<file path="src/rtl/nibble_serial_add_ctrl.sv">
// nibble_serial_add_ctrl
// Sequences a W-bit add through one shared combinational 4-bit adder slice,
// one nibble per clock, LSB nibble first, and registers the final result.
//
// Handshake: start is sampled only in IDLE; the accepting edge latches
// op_a/op_b/cin. busy is high for the NIBBLES RUN cycles. done pulses for
// exactly one cycle (DONE state) when sum/cout/ovf have just been updated.
// start seen in RUN or DONE is dropped, never queued.
module nibble_serial_add_ctrl #(
   parameter int NIBBLES = 4
) (
   input  logic                   clk,
   input  logic                   rst_n,
   input  logic                   start,
   input  logic [4*NIBBLES-1:0]   op_a,
   input  logic [4*NIBBLES-1:0]   op_b,
   input  logic                   cin,
   output logic                   busy,
   output logic                   done,
   output logic [4*NIBBLES-1:0]   sum,
   output logic                   cout,
   output logic                   ovf,
   output logic [3:0]             add_a,
   output logic [3:0]             add_b,
   output logic                   add_cin,
   input  logic [3:0]             add_y,
   input  logic                   add_c,
   output logic [1:0]             dbg_state
);

   localparam int W = 4 * NIBBLES;
   localparam logic [2:0] LAST_IDX = 3'(NIBBLES - 1);

   typedef enum logic [1:0] {
      S_IDLE = 2'd0,
      S_RUN  = 2'd1,
      S_DONE = 2'd2
   } state_t;

   state_t         r_state;
   state_t         w_next_state;
   logic [2:0]     r_idx;
   logic           r_carry;
   logic [W-1:0]   r_a;
   logic [W-1:0]   r_b;
   logic [W-1:0]   r_work;
   logic [W-1:0]   r_sum;
   logic           r_cout;
   logic           r_ovf;

   logic           w_last;
   logic [3:0]     w_nib_a;
   logic [3:0]     w_nib_b;
   logic [W-1:0]   w_work_next;
   logic           w_ovf;

   assign w_last    = (r_idx == LAST_IDX);
   assign sum       = r_sum;
   assign cout      = r_cout;
   assign ovf       = r_ovf;
   assign dbg_state = r_state;

   // Select the current operand nibbles and merge the slice result into the work word.
   always_comb begin
      w_nib_a     = 4'd0;
      w_nib_b     = 4'd0;
      w_work_next = r_work;
      for (int i = 0; i < NIBBLES; i++) begin
         if (r_idx == 3'(i)) begin
            w_nib_a                = r_a[4*i +: 4];
            w_nib_b                = r_b[4*i +: 4];
            w_work_next[4*i +: 4]  = add_y;
         end
      end
      w_ovf = (r_a[W-1] == r_b[W-1]) && (w_work_next[W-1] != r_a[W-1]);
   end

   // Next-state logic and Moore-style handshake/adder-drive outputs.
   always_comb begin
      w_next_state = r_state;
      busy         = 1'b0;
      done         = 1'b0;
      add_a        = 4'd0;
      add_b        = 4'd0;
      add_cin      = 1'b0;
      case (r_state)
         S_IDLE: begin
            if (start) begin
               w_next_state = S_RUN;
            end
         end
         S_RUN: begin
            busy    = 1'b1;
            add_a   = w_nib_a;
            add_b   = w_nib_b;
            add_cin = r_carry;
            if (w_last) begin
               w_next_state = S_DONE;
            end
         end
         S_DONE: begin
            done         = 1'b1;
            w_next_state = S_IDLE;
         end
         default: begin
            w_next_state = S_IDLE;
         end
      endcase
   end

   // State register.
   always_ff @(posedge clk) begin
      if (!rst_n) begin
         r_state <= S_IDLE;
      end else begin
         r_state <= w_next_state;
      end
   end

   // Operand capture, nibble stepping, carry ripple and result registers.
   always_ff @(posedge clk) begin
      if (!rst_n) begin
         r_idx   <= 3'd0;
         r_carry <= 1'b0;
         r_a     <= '0;
         r_b     <= '0;
         r_work  <= '0;
         r_sum   <= '0;
         r_cout  <= 1'b0;
         r_ovf   <= 1'b0;
      end else begin
         case (r_state)
            S_IDLE: begin
               if (start) begin
                  r_a     <= op_a;
                  r_b     <= op_b;
                  r_carry <= cin;
                  r_idx   <= 3'd0;
               end
            end
            S_RUN: begin
               r_work  <= w_work_next;
               r_carry <= add_c;
               if (w_last) begin
                  // Final nibble comes straight from the slice this cycle.
                  r_sum  <= w_work_next;
                  r_cout <= add_c;
                  r_ovf  <= w_ovf;
               end else begin
                  r_idx <= r_idx + 3'd1;
               end
            end
            default: begin
            end
         endcase
      end
   end

endmodule

</file>
<file path="config.mk">
export PLATFORM = sky130hd
export DESIGN_NAME = nibble_serial_add_ctrl
export DESIGN_NICKNAME = d
export VERILOG_FILES = /design/src/rtl/nibble_serial_add_ctrl.sv
export SDC_FILE = /design/constraint.sdc
export NUM_CORES = 1
export LEC_CHECK = 0
export CORE_ASPECT_RATIO = 1.1
export CORE_MARGIN = 2
export CORE_UTILIZATION = 50
export DETAILED_ROUTE_END_ITERATION = 16
export PLACE_DENSITY = 0.76
export SLEW_MARGIN = 20
export SYNTH_ARGS = -nofsm -noshare
export SYNTH_HDL_FRONTEND = slang
export SYNTH_SLANG_ARGS = --single-unit
</file>
<file path="constraint.sdc">
create_clock -name clk -period 4.6 [get_ports clk]
set_input_delay 1.38 -clock clk [delete_from_list [all_inputs] [get_ports clk]]
set_output_delay 1.38 -clock clk [all_outputs]
set_load 0.05 [all_outputs]
</file>
==> flow.log, run 1 <==
[flow] summary of implementation run
INFO  metric n_antenna_cell = 0
INFO  metric full_die_area = 6810 um2
INFO  metric layout.comb_gates.multi_input = 254
INFO  metric yosysUniqueCellTypes = 32
INFO  metric outcome = complete, no violations
INFO  metric power.switching_fraction = 24.6%
INFO  metric top_area_cell = dfxtp_1
INFO  metric grt_start_max_net_pins = 52
INFO  metric total_switching_power = 329 uW
INFO  metric power_share_of_the_sequential_group = 46.9%
INFO  metric slowest_cell_on_crit_path = clkdlybuf4s50_1
INFO  metric final-instance-count-excl-fill = 497
INFO  metric fin_tns_setup = 0 ns
INFO  metric clkLatencyLatePin = 0.34 ns
INFO  metric worst-path-max-fanout = 12
INFO  metric largestClassByArea = combinational gates
INFO  metric layout_worst_path_cycle_share = between 90 and 100%
INFO  metric placement.io_buffers = approximately 71
INFO  metric synthFlopType = dfxtp_1
INFO  metric layout.filler_cells = 543
INFO  metric crit_family = buffers and inverters
INFO  metric crit_end = add_b[3]
INFO  metric sequential_cell_count = 68
INFO  metric timing.hold.worst_endpoint = r_a[9]$_SDFFE_PN0P_
INFO  metric synth-seq-area-share = 44.2%
INFO  metric tapcell.inserted = approximately 80
INFO  metric critical-path-max-stage-delay = 0.81 ns
INFO  metric area.share.combinational = approximately two fifths
INFO  metric cts_hold_repair.buffers = 0
INFO  metric worstHoldStart = r_a[9]$_SDFFE_PN0P_
INFO  metric yosys.cell_count.top_type = nand2_1
INFO  metric yosys.area_share.xor_xnor = 0%
run 1: per-layer routing:
metal	routed length, um	share of wire, %
met1	3080	44
met2	3270	47
met3	449	6.5
met4	137	2.0
met5	0	0
run 1: power by group through the flow:
| stage | Clock, mW | Sequential [mW] | Combinational, mW |
|---|---|---|---|
| CTS | 0.542 | 0.627 | 0.176 |
| finish | 0.537 | 0.628 | 0.175 |
| global route | 0.569 | 0.630 | 0.191 |
| floorplan | 0 | 0.640 | 0.113 |
| detailed placement | 0 | 0.641 | 0.175 |
| global placement | 0 | 0.640 | 0.174 |
run 1: tightest hold or removal path: stages, from the launching register on:
cell	delay, ns
dfxtp_1	0.31
nand2_1	0.05
a21boi_1	0.05
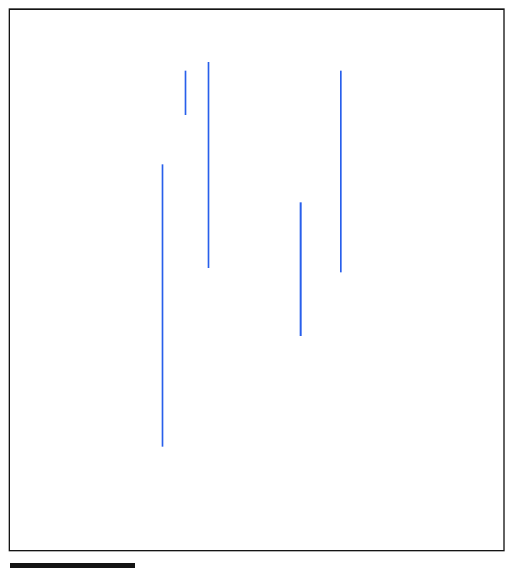
*M4 wires, run 1*
Bar = 20 um.
wire length on this layer	137 um
share of all routed wire	2.0%
nets with wire on the layer	4
longest straight run	44.9 um

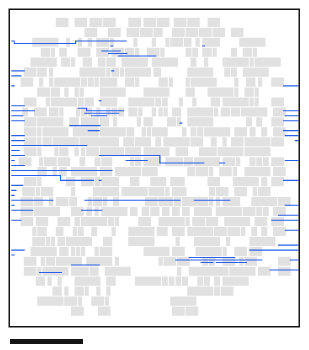
*M3 wires, run 1*
Bar = 20 um. Cells faint in the background.
wire length on this layer	450 um
main direction	horizontal
nets with wire on the layer	60
share of all routed wire	6.5%

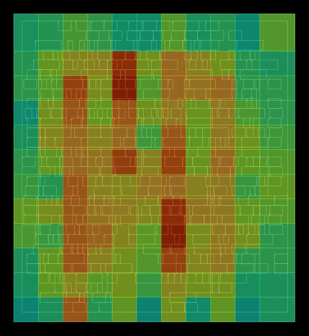
*Congestion heat map, run 1*
GR Layer Usage met2: 34.0%
all-layer global routing usage: 21.2%
share of the core filled with cells: 65.2%
post-DR wirelength/cell: 13.9 um

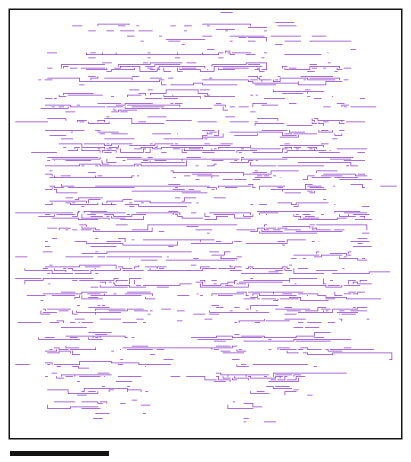
*Met1 routing, run 1*
Bar = 20 um.
longest straight run	26.7 um
main direction	horizontal

--- run 2 (diff from run 1) ---
CAP_MARGIN = 10   (was unset)
==> run 2 against run 1 <==
Sequential share of layout area did not move. Largest cell class unchanged. Clock power is essentially flat. Clock skew unchanged. Area after synthesis is the same.
==> flow.log, run 2 <==
[flow] summary of implementation run
INFO  metric clkLatencyLatePin = 0.34 ns
INFO  metric yosys.cell_count.top_type = nand2_1
INFO  metric layout.comb_gates.multi_input = 254
INFO  metric final-instance-count-excl-fill = 497
INFO  metric dr.max_layer_used = met4
INFO  metric max_clock_freq = between 0.2 and 0.25 GHz
INFO  metric met2_usage = 34.0%
INFO  metric critical-path-max-stage-delay = 0.81 ns
INFO  metric slowest_cell_on_crit_path = clkdlybuf4s50_1
INFO  metric top_area_cell = dfxtp_1
INFO  metric initialDrtViolationCount = 134
INFO  metric fin_util = around 65%
INFO  metric cts_hold_repair.buffers = 0
INFO  metric synth-seq-area-share = between 40% and 50%
INFO  metric placement.io_buffers = about 71
INFO  metric sequential_cell_count = 68
INFO  metric yosysUniqueCellTypes = 32
INFO  metric grt_start_max_net_pins = 52
INFO  metric fin_tns_setup = 0 ns
INFO  metric n_antenna_cell = 0
INFO  metric layout.filler_cells = about 540
INFO  metric outcome = complete, no violations
INFO  metric route.layer.met1.wl = 3080 um
INFO  metric signal_buffers = 75
INFO  metric worst-path-max-fanout = 12
INFO  metric area.share.combinational = 38.7%
INFO  metric layout_min_cycle_time = 4.20 ns
INFO  metric synthFlopType = dfxtp_1
INFO  metric critical_path_launch_point_type = register
INFO  metric layout_worst_path_cycle_share = 91.3%
INFO  metric gr-usage-all-layers = 21.2%
INFO  metric largestClassByArea = combinational gates
INFO  metric crit_family = buffers and inverters
INFO  metric worstHoldStart = r_a[9]$_SDFFE_PN0P_
INFO  metric fp_util = 50.7%
INFO  metric post_drt_wl_per_cell = 13.9 um
INFO  metric grt_antenna_before_repair = 0
-- run 2: cell counts after synthesis --
Identical to the previous run, type by type.
-- run 2: report_power, final --
group / internal, mW / total, mW / switching, mW / leakage [nW]
logic: 0.0808 / 0.175 / 0.0942 / 0.797
clock network: 0.317 / 0.537 / 0.219 / 0.113
registers: 0.612 / 0.628 / 0.0155 / 0.554
-- run 2: logic make-up after synthesis --
group           share of synthesized area, %
buf+inv                                 6.05
fa+ha+maj                               2.03
compound gates                          19.6
simple gates                            20.3
flops                                   44.2
mux                                     7.80
-- run 2: worst paths after layout --
path                                              to  cells past startpoint
worst min-delay path             r_a[9]$_SDFFE_PN0P_                      2
worst min register to register   r_a[9]$_SDFFE_PN0P_                      2
worst max register to register  sum[10]$_SDFFE_PN0P_                      5
worst max-delay path                        add_b[3]                      6
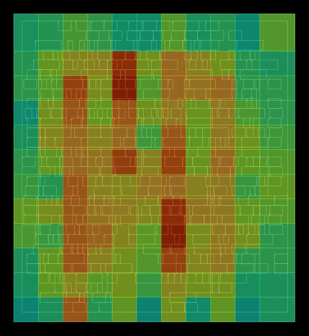
*Congestion heat map, run 2*
global routing met3 resource utilization: 5.42%
most used routing layer: met2
met1 Usage GRT: 27.1%

Power is estimated from default activity; no workload was simulated.
